$ cat src/rtl/btn_pkg.sv
// -----------------------------------------------------------------------------
// btn_pkg
// Shared definitions for the Basys 3 push-button conditioner and its consumers:
// button count, button index constants, one-hot command encodings and a
// lowest-set-bit helper used by the priority issue logic.
// -----------------------------------------------------------------------------
package btn_pkg;

  localparam int N_BTN = 5;

  typedef logic [N_BTN-1:0] btn_vec_t;

  // Bit index of each button (bit index = button id).
  localparam int BTN_RESET  = 0;
  localparam int BTN_NEXT   = 1;
  localparam int BTN_STAND  = 2;
  localparam int BTN_HIT    = 3;
  localparam int BTN_DOUBLE = 4;

  // One-hot commands as seen on btn_pulse by the game/display logic.
  localparam btn_vec_t CMD_RESET  = btn_vec_t'(1) << BTN_RESET;
  localparam btn_vec_t CMD_NEXT   = btn_vec_t'(1) << BTN_NEXT;
  localparam btn_vec_t CMD_STAND  = btn_vec_t'(1) << BTN_STAND;
  localparam btn_vec_t CMD_HIT    = btn_vec_t'(1) << BTN_HIT;
  localparam btn_vec_t CMD_DOUBLE = btn_vec_t'(1) << BTN_DOUBLE;

  // Isolates the lowest set bit; zero in gives zero out.
  function automatic btn_vec_t lowest_one(input btn_vec_t v);
    return v & (~v + btn_vec_t'(1));
  endfunction

endpackage

$ cat src/rtl/btn_conditioner_if.sv
// -----------------------------------------------------------------------------
// btn_conditioner_if
// Bundles the button-side and command-side signals of the conditioner.
//   btn_raw   : raw asynchronous button levels (into the conditioner)
//   btn_level : debounced level per button
//   btn_pulse : one-cycle, one-hot (or zero) press command
//   busy      : a press is pending but not yet issued
// slave  : the conditioner itself
// master : the environment (buttons in, commands out to the game logic)
// -----------------------------------------------------------------------------
interface btn_conditioner_if;
  import btn_pkg::*;

  btn_vec_t btn_raw;
  btn_vec_t btn_level;
  btn_vec_t btn_pulse;
  logic     busy;

  modport slave (
    input  btn_raw,
    output btn_level,
    output btn_pulse,
    output busy
  );

  modport master (
    output btn_raw,
    input  btn_level,
    input  btn_pulse,
    input  busy
  );

endinterface

$ cat src/rtl/btn_debounce.sv
// -----------------------------------------------------------------------------
// btn_debounce
// Single-bit front end: two-flop synchroniser, stability counter and the
// debounced level register.
//   clk    : system clock
//   reset  : synchronous, active-high reset
//   raw    : asynchronous button level
//   level  : debounced level (registered)
//   rise   : high in the cycle whose closing edge raises level 0->1
// -----------------------------------------------------------------------------
module btn_debounce #(
  parameter int DEBOUNCE_CYCLES = 1_000_000,
  parameter int CNT_W           = 20
) (
  input  logic clk,
  input  logic reset,
  input  logic raw,
  output logic level,
  output logic rise
);

  localparam logic [CNT_W-1:0] CNT_LAST = CNT_W'(DEBOUNCE_CYCLES - 1);

  logic             s1;
  logic             s2;
  logic [CNT_W-1:0] cnt;
  logic             qualify;

  // The counter only advances while s2 differs from level, and the terminal
  // count always resolves the difference, so it can never pass CNT_LAST.
  assign qualify = (s2 != level) && (cnt == CNT_LAST);

  // Lets the top register the press on the same edge that level rises.
  assign rise = qualify && s2;

  // NOTE: sequential state uses non-blocking assignments so every flop samples
  // the pre-edge values, which is what makes s1 -> s2 a real two-stage chain.
  always_ff @(posedge clk) begin
    if (reset) begin
      s1    <= 1'b0;
      s2    <= 1'b0;
      cnt   <= '0;
      level <= 1'b0;
    end else begin
      s1 <= raw;
      s2 <= s1;
      if (s2 == level) begin
        cnt <= '0;             // stable or bounced back: restart qualification
      end else if (qualify) begin
        level <= s2;
        cnt   <= '0;
      end else begin
        cnt <= cnt + CNT_W'(1);
      end
    end
  end

endmodule

$ cat src/rtl/btn_conditioner.sv
// -----------------------------------------------------------------------------
// btn_conditioner
// Synchronises and debounces every push-button, records each qualified press
// as pending, and issues at most one one-hot command pulse per cycle, lowest
// button index first. Issuing the reset button flushes all other pending
// presses, including any press qualifying on that same edge.
//   clk   : system clock, all state on rising edge
//   reset : synchronous, active-high system reset
//   bus   : btn_conditioner_if.slave (btn_raw in; btn_level, btn_pulse, busy out)
// -----------------------------------------------------------------------------
module btn_conditioner
  import btn_pkg::*;
#(
  parameter int DEBOUNCE_CYCLES = 1_000_000,
  parameter int CNT_W           = 20
) (
  input  logic               clk,
  input  logic               reset,
  btn_conditioner_if.slave   bus
);

  btn_vec_t level;
  btn_vec_t rise;
  btn_vec_t pending;
  btn_vec_t pending_next;
  btn_vec_t issue;
  btn_vec_t pulse;
  logic     busy;

  for (genvar i = 0; i < N_BTN; i++) begin : g_btn
    btn_debounce #(
      .DEBOUNCE_CYCLES (DEBOUNCE_CYCLES),
      .CNT_W           (CNT_W)
    ) u_debounce (
      .clk   (clk),
      .reset (reset),
      .raw   (bus.btn_raw[i]),
      .level (level[i]),
      .rise  (rise[i])
    );
  end

  // NOTE: every signal written here gets a value on every path (issue first,
  // pending_next on both branches) so no latch is inferred.
  always_comb begin
    issue = lowest_one(pending);
    if (issue[BTN_RESET]) begin
      pending_next = '0;                      // flush, new presses dropped too
    end else begin
      // OR-ing rise after the clear means a same-bit re-press survives.
      pending_next = (pending & ~issue) | rise;
    end
  end

  always_ff @(posedge clk) begin
    if (reset) begin
      pending <= '0;
      pulse   <= '0;
      busy    <= 1'b0;
    end else begin
      pending <= pending_next;
      pulse   <= issue;
      busy    <= |pending_next;
    end
  end

  assign bus.btn_level = level;
  assign bus.btn_pulse = pulse;
  assign bus.busy      = busy;

endmodule

$ cat src/flat_wrapper.sv
// flat-port wrapper written by rule: the top's interface ports become plain ports
module btn_conditioner_flat import btn_pkg::*;
#(
  parameter int DEBOUNCE_CYCLES = 1_000_000,
  parameter int CNT_W           = 20
)
  (clk, reset, bus_btn_raw, bus_btn_level, bus_btn_pulse, bus_busy);
  btn_conditioner_if bus_i ();
  input  logic clk;
  input  logic reset;
  input wire logic [$bits(bus_i.btn_raw)-1:0] bus_btn_raw;
  output wire logic [$bits(bus_i.btn_level)-1:0] bus_btn_level;
  output wire logic [$bits(bus_i.btn_pulse)-1:0] bus_btn_pulse;
  output wire logic [$bits(bus_i.busy)-1:0] bus_busy;
  assign bus_i.btn_raw = bus_btn_raw;
  assign bus_btn_level = bus_i.btn_level;
  assign bus_btn_pulse = bus_i.btn_pulse;
  assign bus_busy = bus_i.busy;
  btn_conditioner #(.DEBOUNCE_CYCLES(DEBOUNCE_CYCLES), .CNT_W(CNT_W)) u_core (.clk(clk), .reset(reset), .bus(bus_i));
endmodule
$ cat config.mk
export PLATFORM = sky130hd
export DESIGN_NAME = btn_conditioner_flat
export DESIGN_NICKNAME = d
export VERILOG_FILES = /design/src/rtl/btn_pkg.sv /design/src/rtl/btn_conditioner_if.sv /design/src/rtl/btn_debounce.sv /design/src/rtl/btn_conditioner.sv /design/src/flat_wrapper.sv
export SDC_FILE = /design/constraint.sdc
export NUM_CORES = 1
export LEC_CHECK = 0
export CELL_PAD_IN_SITES_DETAIL_PLACEMENT = 1
export CELL_PAD_IN_SITES_GLOBAL_PLACEMENT = 2
export CORE_UTILIZATION = 40
export DETAILED_ROUTE_END_ITERATION = 16
export GPL_TIMING_DRIVEN = 0
export PLACE_DENSITY_LB_ADDON = 0.1
export SYNTH_ARGS = -nofsm -noshare
export SYNTH_HDL_FRONTEND = slang
export SYNTH_SLANG_ARGS = --single-unit
$ cat constraint.sdc
create_clock -name clk -period 3.05 [get_ports clk]
set_clock_uncertainty 0.15 [all_clocks]
set_input_delay 0.305 -clock clk [delete_from_list [all_inputs] [get_ports clk]]
set_output_delay 0.305 -clock clk [all_outputs]
set_load 0.02 [all_outputs]
Fig. 1: M1 wires
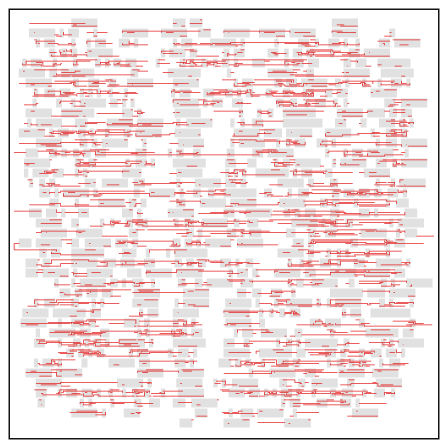
wire length on this layer: 5250 um
nets with wire on the layer: 601
main direction: horizontal
longest straight run: 44.6 um

Fig. 2: M2 wires
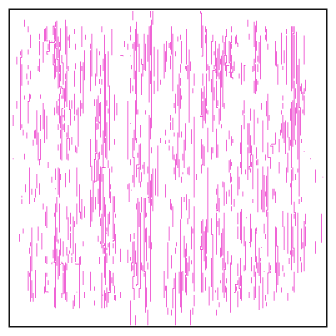
share of all routed wire: 48%
main direction: vertical
nets with wire on the layer: 556
longest straight run: 44.5 um
wire length on this layer: 5360 um

==> results.toml <==
# flow metrics
[setup_path]
timing.rr.start = "u_core.g_btn[2].u_debounce.cnt[0]"
worst_r2r_endpoint = "u_core.g_btn[2].u_debounce.cnt[19]"
ff2ff_path_depth = 7
path_max_fanout = 10
end_kind = "register"

[clock_network]
path_clk_slew_ns = 0.05
cts_buffers = 17
clk-insertion-delay-late_ns = 0.42
clock_sink_count = 126

[placed_design]
placed_cells_incl_taps = 771

[synthesis]
post-synth-top-count-cell = "nor2_1"
post_synth_inst_count = 582
yosys_register_bits = 126
yosys.area_share.adder_pct = 1.19
avgSynthCellArea_um2 = 9.00
post_synth_instance_area_um2 = 5240
synth_area_leader_cell = "dfxtp_1"

[sta]
timing.final.max_slew_violations = 0
worst_slew_pin_slew_ns = 1.10
tns_ns = 0

[die]
tap_cells = 172
floorplan.core_util_pct = 41.3
design.die.area_um2 = 13600

[final_layout]
largest-register = "u_core.g_btn.u_debounce.cnt"
clock_buffers = 25
nonClockInverterCount = 16
final.fill_count = 1502
final_layout_top_logic_cells = "nor2_1, dfxtp_1, xnor2_1"

[grt]
global_route.usage.total_pct = 18.4
grt_start_max_net_pins = 17
initial_antenna_violation_count = 0

[min_path]
hold-path-cell-count = 1
worstHoldStart = "u_core.g_btn[1].u_debounce.s1"

[power]
pwr.group.sequential_mw = 1.66
power_switching_uw = 721
combinational_share_of_power_pct = 1.2

[drt]
wl_met3_um = 340
route.detailed.wl_per_inst_um = 13.8

[run_status]
outcome = "completed"
